$ cat src/rtl/wmem_arbiter.sv
// wmem_arbiter: shares one single-port weight/bias memory among NUM_REQ layer engines, one burst at a time.
// Define WMEM_ARB_FIXED_PRIO_EN for fixed lowest-index priority instead of round robin.
module wmem_arbiter #(
  parameter int NUM_REQ = 3,
  parameter int ADDR_W  = 10,
  parameter int DATA_W  = 512,
  parameter int LEN_W   = 11,
  parameter int RD_LAT  = 2
) (
  input  logic                      clk,
  input  logic                      rst,
  input  logic [NUM_REQ-1:0]        req,
  input  logic [NUM_REQ*ADDR_W-1:0] req_base,
  input  logic [NUM_REQ*LEN_W-1:0]  req_len,
  output logic [NUM_REQ-1:0]        gnt,
  output logic [NUM_REQ-1:0]        done,
  output logic                      mem_ren,
  output logic [ADDR_W-1:0]         mem_addr,
  input  logic [DATA_W-1:0]         mem_rdata,
  output logic [NUM_REQ-1:0]        rd_valid,
  output logic [DATA_W-1:0]         rd_data,
  output logic                      busy
);
  localparam int ID_W = (NUM_REQ > 1) ? $clog2(NUM_REQ) : 1;

  localparam logic [1:0] S_IDLE  = 2'd0;
  localparam logic [1:0] S_ISSUE = 2'd1;
  localparam logic [1:0] S_DRAIN = 2'd2;
  localparam logic [1:0] S_DONE  = 2'd3;

  logic [1:0]         state;
  logic [ID_W-1:0]    id_r;
  logic [ID_W-1:0]    rr_ptr;
  logic [ID_W-1:0]    win;
  logic [NUM_REQ-1:0] win_oh;
  logic [ADDR_W-1:0]  win_base;
  logic [ADDR_W-1:0]  base_r;
  logic [LEN_W-1:0]   win_len;
  logic [LEN_W-1:0]   len_r;
  logic [LEN_W-1:0]   cnt;
  logic               inflight;
  logic [NUM_REQ-1:0] vld_p [RD_LAT];

  // First set request bit at or above ptr, wrapping; ptr stays 0 in the fixed-priority build.
  function automatic logic [ID_W-1:0] pick_winner(input logic [NUM_REQ-1:0] r,
                                                  input logic [ID_W-1:0]    ptr);
    logic [ID_W-1:0] sel;
    logic            found;
    int              idx;
    sel   = '0;
    found = 1'b0;
    for (int i = 0; i < NUM_REQ; i++) begin
      idx = (int'(ptr) + i) % NUM_REQ;
      if (!found && r[idx]) begin
        sel   = ID_W'(idx);
        found = 1'b1;
      end
    end
    return sel;
  endfunction

  always_comb begin
    win         = pick_winner(req, rr_ptr);
    win_oh      = '0;
    win_oh[win] = 1'b1;
    win_base    = req_base[win*ADDR_W +: ADDR_W];
    win_len     = req_len[win*LEN_W +: LEN_W];
    // Reads still to arrive after this edge; the last stage is being delivered now.
    inflight = mem_ren;
    for (int k = 0; k < RD_LAT-1; k++) inflight = inflight | (|vld_p[k]);
  end

  always_ff @(posedge clk) begin
    if (state == S_IDLE && |req) begin
      base_r <= win_base;
      len_r  <= win_len;
    end
  end

  always_ff @(posedge clk) begin
    if (rst) begin
      state    <= S_IDLE;
      gnt      <= '0;
      done     <= '0;
      mem_ren  <= 1'b0;
      mem_addr <= '0;
      rr_ptr   <= '0;
      id_r     <= '0;
      cnt      <= '0;
      for (int k = 0; k < RD_LAT; k++) vld_p[k] <= '0;
    end else begin
      // Read-return pipeline: one-hot requester tag follows each issued read for RD_LAT cycles.
      vld_p[0] <= mem_ren ? gnt : '0;
      for (int k = 1; k < RD_LAT; k++) vld_p[k] <= vld_p[k-1];

      case (state)
        S_IDLE: begin
          if (|req) begin
            id_r <= win;
            gnt  <= win_oh;
            if (win_len != '0) begin
              state    <= S_ISSUE;
              mem_ren  <= 1'b1;
              mem_addr <= win_base;
              cnt      <= LEN_W'(1);
            end else begin
              state <= S_DONE;
              done  <= win_oh;
              cnt   <= '0;
            end
          end
        end
        S_ISSUE: begin
          if (cnt == len_r || !req[id_r]) begin
            state   <= S_DRAIN;
            mem_ren <= 1'b0;
          end else begin
            mem_addr <= base_r + ADDR_W'(cnt);
            cnt      <= cnt + 1'b1;
          end
        end
        S_DRAIN: begin
          if (!inflight) begin
            state <= S_DONE;
            done  <= gnt;
          end
        end
        S_DONE: begin
          state <= S_IDLE;
          gnt   <= '0;
          done  <= '0;
`ifdef WMEM_ARB_FIXED_PRIO_EN
          rr_ptr <= '0;
`else
          rr_ptr <= (id_r == ID_W'(NUM_REQ-1)) ? '0 : id_r + 1'b1;
`endif
        end
        default: state <= S_IDLE;
      endcase
    end
  end

  assign rd_valid = vld_p[RD_LAT-1];
  assign rd_data  = mem_rdata;
  assign busy     = (state != S_IDLE);

endmodule

$ cat config.mk
export PLATFORM = sky130hd
export DESIGN_NAME = wmem_arbiter
export DESIGN_NICKNAME = d
export VERILOG_FILES = /design/src/rtl/wmem_arbiter.sv
export SDC_FILE = /design/constraint.sdc
export NUM_CORES = 1
export LEC_CHECK = 0
export CAP_MARGIN = 15
export CORE_AREA = 8 8 422 424
export CTS_CLUSTER_DIAMETER = 80
export DETAILED_ROUTE_END_ITERATION = 12
export DIE_AREA = 0 0 430 432
export GPL_TIMING_DRIVEN = 1
export HOLD_SLACK_MARGIN = 0.02
export MAX_ROUTING_LAYER = met4
export SYNTH_ARGS = -nofsm -noshare
export SYNTH_HDL_FRONTEND = slang
export SYNTH_SLANG_ARGS = --single-unit
$ cat constraint.sdc
create_clock -name clk -period 5.91 [get_ports clk]
set_input_delay 1.182 -clock clk [delete_from_list [all_inputs] [get_ports clk]]
set_output_delay 1.182 -clock clk [all_outputs]
set_load 0.02 [all_outputs]
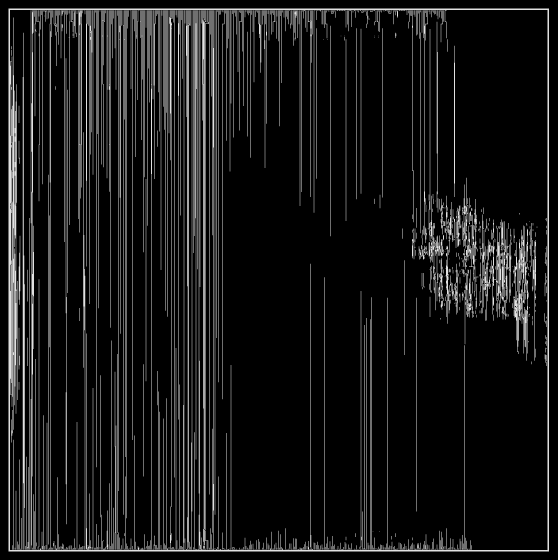
**Above:** run 1 (M2 wires).
The longest straight run is 426 um. The layer carries 46.5 mm of wire. The wires run mostly vertical. 989 nets have wire on it. The layer holds 50% of the routed length.
met2 layer usage reported by global route: 0.1648
aggregate routed wire length: 92.94 mm

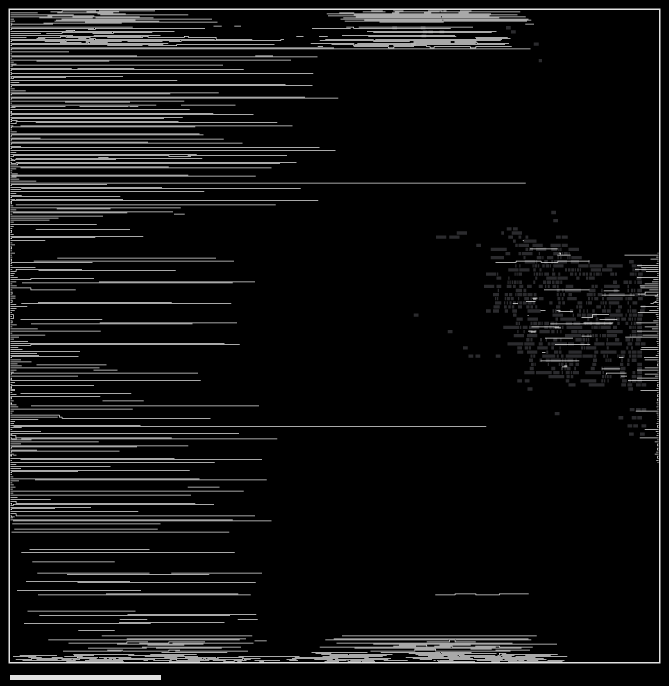
**Above:** run 1 (met3 routing).
Bar = 100 um.
The longest straight run is 344 um. 490 nets have wire on it. The layer holds 29% of the routed length. The layer carries 27.0 mm of wire.

==> summary.txt, run 1 <==
The synthesis and place-and-route flow finished, so here is a summary.

The total placed instance area is 0.007518 mm2. For reference, the top cells by count after synthesis are sky130_fd_sc_hd__buf_4 (515), sky130_fd_sc_hd__nand2_1 (56), sky130_fd_sc_hd__dfxtp_1 (40), sky130_fd_sc_hd__nor2_1 (40), sky130_fd_sc_hd__mux2i_1 (23). Per the final report, the share of cell area in non-clock buffers is 0.1164. The portion of netlist area occupied by mux cells is 0.03134. The endpoint of the most critical setup path is mem_addr[5]. The internal power summed over all cells came out at around 0.0014 W. The layout report gives the register share of total cell area as 0.1829. The number of logic inverters in the finished layout came out at 18. In this design, the largest share of critical-path delay is due to AND-OR/OR-AND gates. Power attributed to combinational cells is 0.00116 W. The chip height came out at 432 um.

The slew at the pin closest to its max-slew limit is 1.008 ns. The fill cell instance count of the final layout came out at roughly 20000. The number of buffers inserted by hold repair at cts came out at 0. Among all stages on the critical path, the maximum delay recorded is around 0.87 ns. The flow reported a cell area power density of between 300 and 400 mW/mm2. The register bit count reported by yosys is ~61. The tally of non-filler cells in the final layout is about 2800. The fmax came out at 244.2 MHz. The routed design uses 46.52 mm of met2 wire.

Across all layers, the routed design uses 4928 vias. The sequential fraction of design power came out at 0.294. The nature of the critical path startpoint is an input pin. In this run the power spent charging and discharging nets is 0.001030 W. The gate count of the mapped netlist came out at 969. The path depth of the worst reg2reg path came out at 10. The TritonCTS clock tree is built. The weighted congestion at the end of routability-driven global placement is approximately 0.8. The final-report hold violation count came out at 0. The timing report gives the clock slew at the launch and capture registers of the worst setup and hold paths as about 0.050 ns. Per the post-run analysis, buffers plus inverters along the critical path come to 1. The peak fanout along the critical path is 11. The flow ran to the end, and the final reports show no timing, DRC or antenna violations. The clock skew after layout is 0.007147 ns.
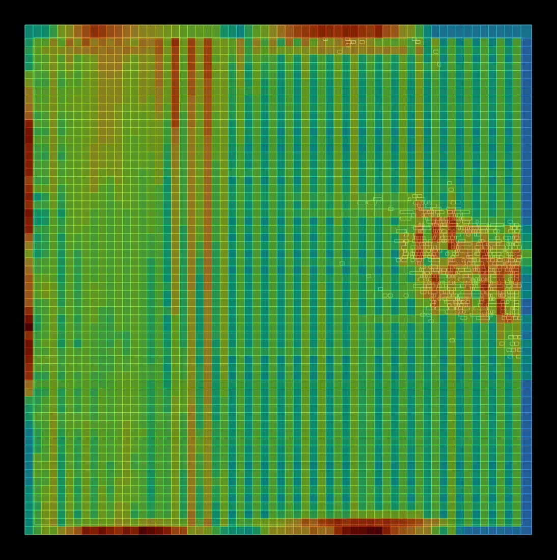
**Above:** run 1 (congestion heat map).
GRT met3 Usage: 0.1321
GRT Resource Usage Total: 0.09673
busiest layer in global routing: met2
WL per Instance: 33.49 um

**Run 1: met4 routing**

Bar = 100 um.
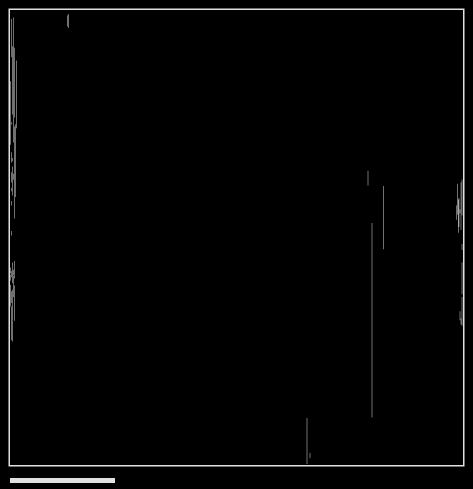

==> inputs of run 2 (changes only) <==
--- a/config.mk
+++ b/config.mk
@@ -6,10 +6,10 @@
 export NUM_CORES = 1
 export LEC_CHECK = 0
 export CAP_MARGIN = 15
-export CORE_AREA = 8 8 422 424
+export CORE_AREA = 8 8 427 429
 export CTS_CLUSTER_DIAMETER = 80
 export DETAILED_ROUTE_END_ITERATION = 12
-export DIE_AREA = 0 0 430 432
+export DIE_AREA = 0 0 435 437
 export GPL_TIMING_DRIVEN = 1
 export HOLD_SLACK_MARGIN = 0.02
 export MAX_ROUTING_LAYER = met4
==> constraint.sdc (replaced) <==
create_clock -name clk -period 3.6 [get_ports clk]
set_input_delay 0.72 -clock clk [delete_from_list [all_inputs] [get_ports clk]]
set_output_delay 0.72 -clock clk [all_outputs]
set_load 0.02 [all_outputs]
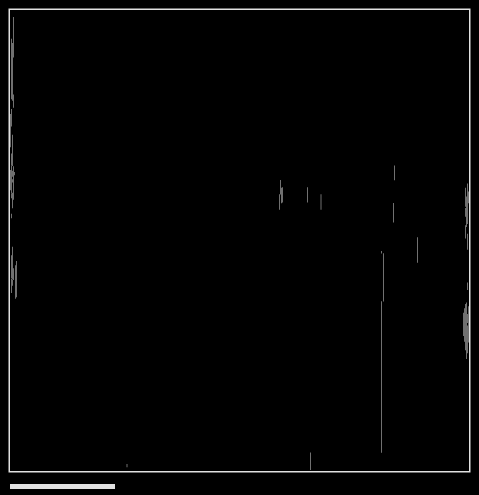
**Above:** run 2 (met4 routing).
Bar = 100 um.
The longest straight run is 144 um. The layer holds 1.2% of the routed length. 45 nets have wire on it. The wires run mostly vertical. The layer carries 1210 um of wire.
vias post-DR: 4924
aggregate routed wire length: 97.59 mm

==> run 2 against run 1 <==
  * Clock power up 61%
  * Final cell count up 4.4%
  * Worst hold slack worse by 0.029 ns
  * Critical path depth up 1
  * Sequential power up 64%
  * Worst setup slack worse by 1.4 ns
  * Register-to-register slack worse by 2.0 ns
  * Critical endpoint is now mem_addr[3]
==> summary.txt, run 2 <==
The synthesis and place-and-route flow finished, so here is a summary.

The power density normalized to cell area came out at around 500 mW/mm2. In this run the vertical extent of the chip is 437 um. The total placed instance area is 0.007772 mm2. The path depth of the worst reg2reg path is 11. The TritonCTS clock tree is built.

The post-CTS clock slew at the launch and capture registers of the worst setup and hold paths is 0.06 ns. The buffer-and-inverter tally for the worst setup path is 2. The sequential fraction of design power is 0.293. The number of buffers inserted by hold repair at cts came out at 0. The weighted congestion at the end of routability-driven global placement came out at 0.8013. The portion of netlist area occupied by mux cells is 0.03134. The clock skew after layout came out at 0.009366 ns. The fill cell instance count of the final layout is 20846.

The pin closest to its max-slew limit shows a slew of 0.7325 ns. The detail-routed net length per standard cell came out at about 34 um. The final-report hold violation count is 0. Per the layout area report, the sequential fraction of cell area is 0.1773. met2 is the most crowded layer. In this build the clock could be raised as far as a little over 300 MHz. The peak fanout along the critical path came out at 10. The biggest cell delay along the critical path came out at around 0.63 ns. Counting flops and latches in the post-synthesis netlist gives 61. The tally of non-filler cells in the final layout came out at just under 3000. Counting every instance in the synthesized netlist gives 969. The layout report lists the non-clock buffer share of cell area as 0.1277. Per STA, the endpoint of the critical path is mem_addr[3].

Per the layout report, the design carries 18 non-clock inverters. The flow ran to the end, and the final reports show no timing, DRC or antenna violations. The power dissipated by switching net loads came out at between 0.0015 and 0.002 W. In the power breakdown, the internal column shows approximately 0.0023 W. Ranked by instance count, the synthesized netlist is headed by sky130_fd_sc_hd__buf_4 (515), sky130_fd_sc_hd__nand2_1 (56), sky130_fd_sc_hd__dfxtp_1 (40), sky130_fd_sc_hd__nor2_1 (40), sky130_fd_sc_hd__mux2i_1 (23).
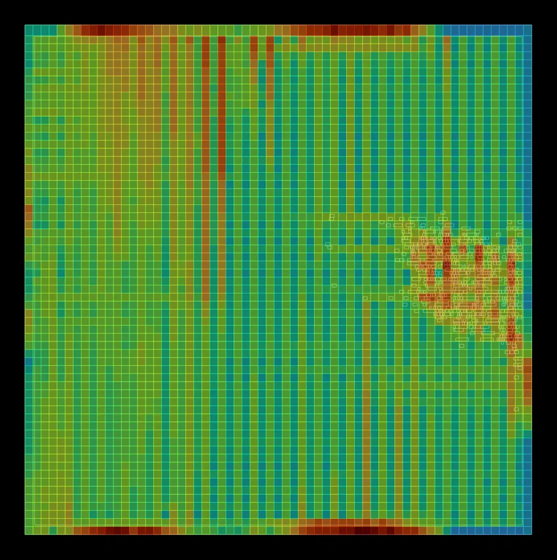
**Above:** run 2 (congestion heat map).
met2 layer usage reported by global route: 0.1723
Final Core Density: 0.04605
GRT met3 Usage: 0.1388
met1 track utilization from global routing: 0.05157

Power figures rest on the tool's default switching activity, not on a simulated workload.
